Fig. 1: run 1, signal metal coverage by tile
(3 px per um) The die is cut into 12 by 16 equal tiles; dark purple is low, yellow is high, scaled to the fullest tile. Values are wire area over tile area, all layers added.
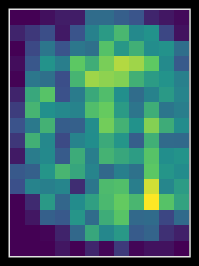
Fig. 2: run 1, close-up of the layout
Region (15, 26) to (45, 56) um. Cells in gray, sequential cells in the stronger gray; small squares are vias.
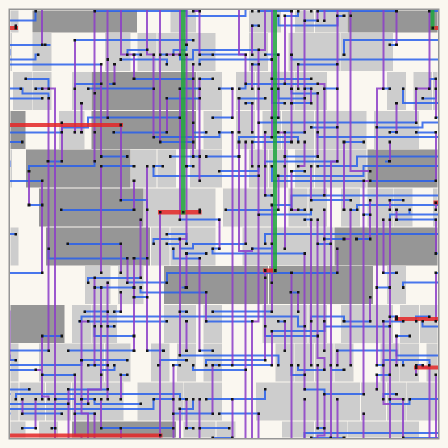
Fig. 3: run 1, cell outlines without signal wires
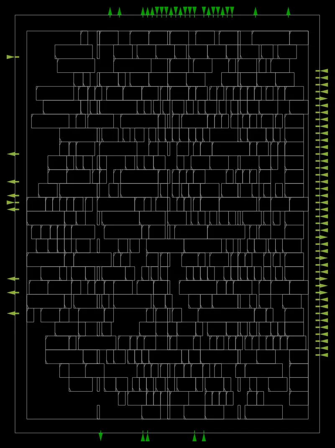
Fig. 4: run 1, selected gate families
(4 px per um)
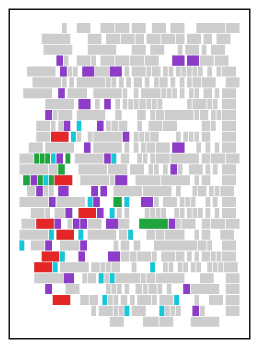
Design ar_access_arbiter_flat, sky130hd; sources not shown.
==> results.yml, run 1 <==
# yosys + openroad results
status:
  status: "finished, final reports clean"
placed_design:
  place.gp.congestion: 0.879
  dpl_cell_area_mm2: 0.00292
  port_buffers: 78
drt:
  wl_met3_um: 414
  drc_errors: 0
  wl_met2_mm: 3.15
  drtPass1Iterations: 5
  wl_met1_mm: 2.51
  first_iter_violations: 144
clock_network:
  hold_buffers: 0
  cts.path.max_buffers: 2
  clkSinkCount: 32
  clkTransAtPathRegs_ps: 70
sta:
  whs_ps: 467
  setup_viol_count_final: 0
  slew_headroom_pct: 28.5
  slew_violations: 0
  rsz0062_at_grt: "false"
synth:
  logic_family: "simple AND/OR/NAND/NOR gates"
  fp_nets: 398
  yosys.stat.seqShare_pct: 29.5
  postSynth.topFlopCell: "dfxtp_1"
  ys_top_cells_by_area: "dfxtp_1 (29%), nand2_1 (27%), nand4_1 (8.1%), a21oi_1 (5.1%), ha_1 (4.6%)"
  ys_warn_count: 0
  postSynthAreaPerCell_um2: 6.47
  synth_chip_area_mm2: 0.00217
  yosysUniqueCellTypes: 27
  top_cells_by_count: "nand2_1 (155), dfxtp_1 (32), nand4_1 (28)"
  ys_sh_simple_pct: 45.9
  ys_sh_adder_pct: 4.61
  aoi_share_pct: 12.1
job:
  maxCapViolations: 0
  warnings: 31
global_routing:
  grt-ovfl-total: 0
  first_global_vias: 2305
  grt_max_degree: 29
  grt_pass1_wl_mm: 9.83
critical_path:
  path_cells: "inv_2 > nand2_1 > nand2_1 > nand2_1 > nand2_1 > nand2_1 > nand3_2 > nand3_4 > nand2_1 > nand2_1 > nand2_1 > nand2_1 > nand2_1 > a21oi_1"
  r2r_cells: 14
  path_buffers: 1
  crit_cells: 14
  critPathCaptureType: "flip-flop"
  crit_slowest_cell: "dfxtp_1"
  critPathArrivalTime_ps: 2870
  path_delay_family: "simple AND/OR/NAND/NOR gates"
die:
  die_y_um: 82.0
  initial_core_util_pct: 51.7
  die_width_um: 59.7
pwr:
  total_power_w: 0.00163
hold_path:
  hold_class: "flip-flop to flip-flop"
layout:
  diodes: 0
Notes on Fig. 1 above:
- tiles over half the peak: 36%
- mean over tiles: 0.21
- nearly empty tiles: 8.3%
- fullest tile: 0.51
routed wire length: 6.19 mm
routed vias: 2446
Tot GR Track Use: 25.7%
DR WL/cell: 13.7 um

Notes on Fig. 2 above:
- met2: purple
- met1: blue
- met4: green
- met3: red
- most frequent: nand2_1 (35), dfxtp_1 (12), a21oi_1 (8)
- cells with their middle in the window: 91
- sequential cells in the window: 12

Notes on Fig. 3 above:
Layout fillers: 361
fin util: 72.1%
final non-filler cell total: 452
Seq area share: 21.1%
FF+latch count: 32

Notes on Fig. 4 above:
- NOR gates: green (cells 10; where left middle)
- adder and majority cells: red (cells 8)
- inverters: cyan (cells 21)
- inverting AOI/OAI gates: purple (cells 42)
Top cell excl fill/tap: nand2_1
Comb area share: 44.9%

-- run 1: metrics by stage --
stage / utilization, % / std cells / setup WS (ps)
2_1_floorplan: - / 336 / 3430
3_3_place_gp: 69.4 / 444 / 2380
3_5_place_dp: 69.4 / 444 / 2300
4_1_cts: 72.1 / 452 / 2560
5_1_grt: 72.1 / 452 / 2220
6_report: 72.1 / 452 / 2530
-- run 1: layer usage --
layer / track usage (%) / up-vias
met3: 6.14 / 10
met1: 30.2 / 1104
met2: 44.1 / 92
met5: 0 / -
li1: - / 1240
met4: 10.2 / 0
-- run 1: cell type report --
cell class	count	area, um2
repair buffers	78	781
flip-flops and latches	32	641
clock buffers	5	68.8
clock inverters	3	42.5
fillers	361	1170
inverters	21	78.8
well taps	45	56.3
multi-input cells	268	1360
-- run 1: cell usage in the layout, fill, tap and decap left out, types with 3 or more instances in the layout --
cell type / instances
inv_2: 3
nand3_2: 3
nand3_1: 6
a21oi_2: 8
clkbuf_8: 5
a21oi_1: 22
inv_1: 18
dfxtp_1: 32
o21ai_0: 8
nand2_2: 9
ha_1: 8
nand2_1: 155
nor2_1: 6
clkdlybuf4s50_1: 78
nand4_1: 28
-- run 1: worst register-to-register path, cell delays in order (launching register included) --
cell	delay [ps]
dfxtp_1	590
inv_2	190
nand2_1	100
nand2_1	80
nand2_1	70
nand2_1	50
nand2_1	90
nand3_2	440
nand3_4	470
nand2_1	90
nand2_1	70
nand2_1	60
nand2_1	80
nand2_1	40
a21oi_1	150
-- run 1: power by group --
part,leakage (nW),internal (W),total [W],switching (W)
Clock,0.0541,0.000142,0.000241,0.0000996
Sequential,0.262,0.000338,0.000407,0.0000694
Combinational,1.07,0.000390,0.000979,0.000589
==> run 2: changes to the inputs <==
CORE_UTILIZATION = 46   (was 50)
PLACE_DENSITY = 0.82   (was 0.88)
clock period = 2.65 ns   (was 5.2 ns; I/O delays follow)
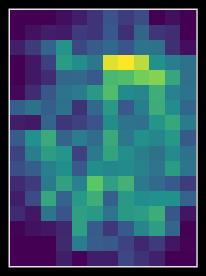
Fig. 5. Signal metal coverage by tile (run 2).
(3 px per um) The die is cut into 12 by 17 equal tiles; dark purple is low, yellow is high, scaled to the fullest tile. Values are wire area over tile area, all layers added.
- fullest tile: 0.58
- densest ninth of the die: right middle
- tiles over half the peak: 21%
routed vias: 2451
DR WL/cell: 12.5 um

==> results.yml, run 2 <==
# yosys + openroad results
drt:
  wl_met3_um: 461
  antenna_left: 0
  first_iter_violations: 221
  wl_met2_mm: 2.91
  drc_errors: 0
  wirelength_mm: 5.93
  via_per_inst: 5.15
  drtPass1Iterations: 4
  dr.max_layer_used: "met4"
  wl_met1_mm: 2.48
hold_path:
  hold_class: "flip-flop to flip-flop"
sta:
  rsz0062_at_grt: "false"
  final.setup.worst_slack_ps: 373
  fin_crit_sh_pct: 85.9
  worst_slew_pin_slew_ps: 687
  slew_headroom_pct: 54.2
  setup_viol_count_final: 0
  hold_viol: 0
  slew_violations: 0
critical_path:
  critPathMaxStageDelay_ps: 540
  rrSetupSlack_ps: 370
  crit_type: "flip-flop to flip-flop"
  start_kind: "flip-flop"
  crit_slowest_cell: "dfxtp_1"
  cp.required_ps: 2870
  path_delay_family: "simple AND/OR/NAND/NOR gates"
  critPathArrivalTime_ps: 2500
  path_buffers: 1
  path_cells: "inv_2 > nand2_1 > nand2_1 > nand2_2 > nand2_4 > nor2_8 > nand3_4 > nand3_4 > nand2_1 > nand2_1 > nand2_1 > nand2_1 > nand2_1 > a21oi_2"
  crit_cells: 14
  critPathCaptureType: "flip-flop"
  r2r_cells: 14
global_routing:
  grt_max_degree: 27
  grt_use_total_pct: 22.9
  antenna_found_initial: 0
  grt-ovfl-total: 0
  grt_pass1_wl_mm: 9.42
  first_global_vias: 2278
clock_network:
  clkTransAtPathRegs_ps: 70
  numCtsBuffers: 5
  hold_buffers: 0
  clkSinkCount: 32
  cts_tree: "done"
  ctsResizeCount: 0
  insertion_delay_ps: 290
  cts.path.max_buffers: 2
  cts_root_buffer: "clkbuf_8"
die:
  initial_core_util_pct: 47.9
  num_rows: 29
  die_width_um: 62.1
  boundaryPins: 79
  die_y_um: 85.3
placed_design:
  place.gp.congestion: 0.876
  port_buffers: 78
  pre_cts_slack_ps: 407
  dp_hpwl_mm: 4.32
pwr:
  seq_power_share_pct: 24.5
  swShare_pct: 45.6
  clkPwrFrac_pct: 14.3
  p_sw_w: 0.00147
  pwr-share-comb_pct: 61.3
  p_int_w: 0.00175
  vdd_drop_max_mv: 0.671
  total_power_w: 0.00321
synth:
  yosys.stat.seqShare_pct: 29.5
  synth_chip_area_mm2: 0.00217
  fp_nets: 398
  yosys-stat-cells: 336
  synth_top_cell_by_area: "dfxtp_1"
  top_cells_by_count: "nand2_1 (155), dfxtp_1 (32), nand4_1 (28)"
  ys_warn_count: 0
  ys_top_cells_by_area: "dfxtp_1 (29%), nand2_1 (27%), nand4_1 (8.1%), a21oi_1 (5.1%), ha_1 (4.6%)"
  top_area_share_pct: 29.5
  postSynthAreaPerCell_um2: 6.47
  postSynth.topFlopCell: "dfxtp_1"
  yosysUniqueCellTypes: 27
  yosysMostFrequentCell: "nand2_1"
  edf_count: 0
  ys_ff: 32
layout:
  final_util_pct: 68.3
  largest_reg_flops: 12
  lay_top_cells: "nand2_1 (155), clkdlybuf4s50_1 (78), dfxtp_1 (32)"
  nets: 475
  drive_above_1_share_pct: 10.6
  diodes: 0
  lay_top_count: "nand2_1"
job:
  maxCapViolations: 0
  warnings: 31
status:
  status: "finished, final reports clean"
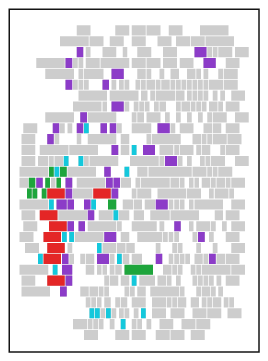
Fig. 6. Selected gate families (run 2).
(4 px per um)
- inverting AOI/OAI gates: purple (cells 42)
- NOR gates: green (cells 10; where left middle)
- inverters: cyan (cells 21)
- adder and majority cells: red (cells 8)
Comb area share: 43.9%
final non-filler cell total: 476

run 2: worst min-delay path, cell delays in order, from the launching register on:
cell and delay, ps:
dfxtp_1 310, nand2_1 60, a21oi_1 50
run 2: power by group through the flow:
stage	clock [W]	sequential (W)	combinational, W
2_1_floorplan	0	0.000836	0.00130
3_3_place_gp	0	0.000791	0.00193
3_5_place_dp	0	0.000796	0.00196
4_1_cts	0.000467	0.000788	0.00197
5_1_grt	0.000492	0.000806	0.00222
6_report	0.000458	0.000786	0.00197
run 2: area by class of cell:
cell class                 instances  area [um2]
clock buffer                       5        68.8
clock inverter                     3        38.8
fill                             398        1440
inverter                          21        78.8
multi-input combinational        268        1360
sequential                        32         641
tap                               62        77.6
timing repair buffer              85         833
run 2: cell families (layout without fill, tap and decap cells):
kind of cell / count (synthesis) / after routing / share of synthesized area (%)
buf+inv: 36 / 114 / 7.89
compound gates: 43 / 43 / 12.1
simple gates: 217 / 217 / 45.9
fa+ha+maj: 8 / 8 / 4.61
flops: 32 / 32 / 29.5
run 2: through the flow:
stage / area (um2) / hold WS (ps) / instances
floorplan: 2170 / 334 / 336
global placement: 2990 / 453 / 468
detailed placement: 2990 / 457 / 468
CTS: 3100 / 467 / 476
global route: 3100 / 490 / 476
finish: 3100 / 462 / 476
run 2: layer usage:
metal	vias to the layer above	global-route usage [%]
met5	-	0
met4	0	5.22
met3	14	6.10
met2	85	40.6
met1	1099	26.2
li1	1253	-
Power is estimated from default activity; no workload was simulated.
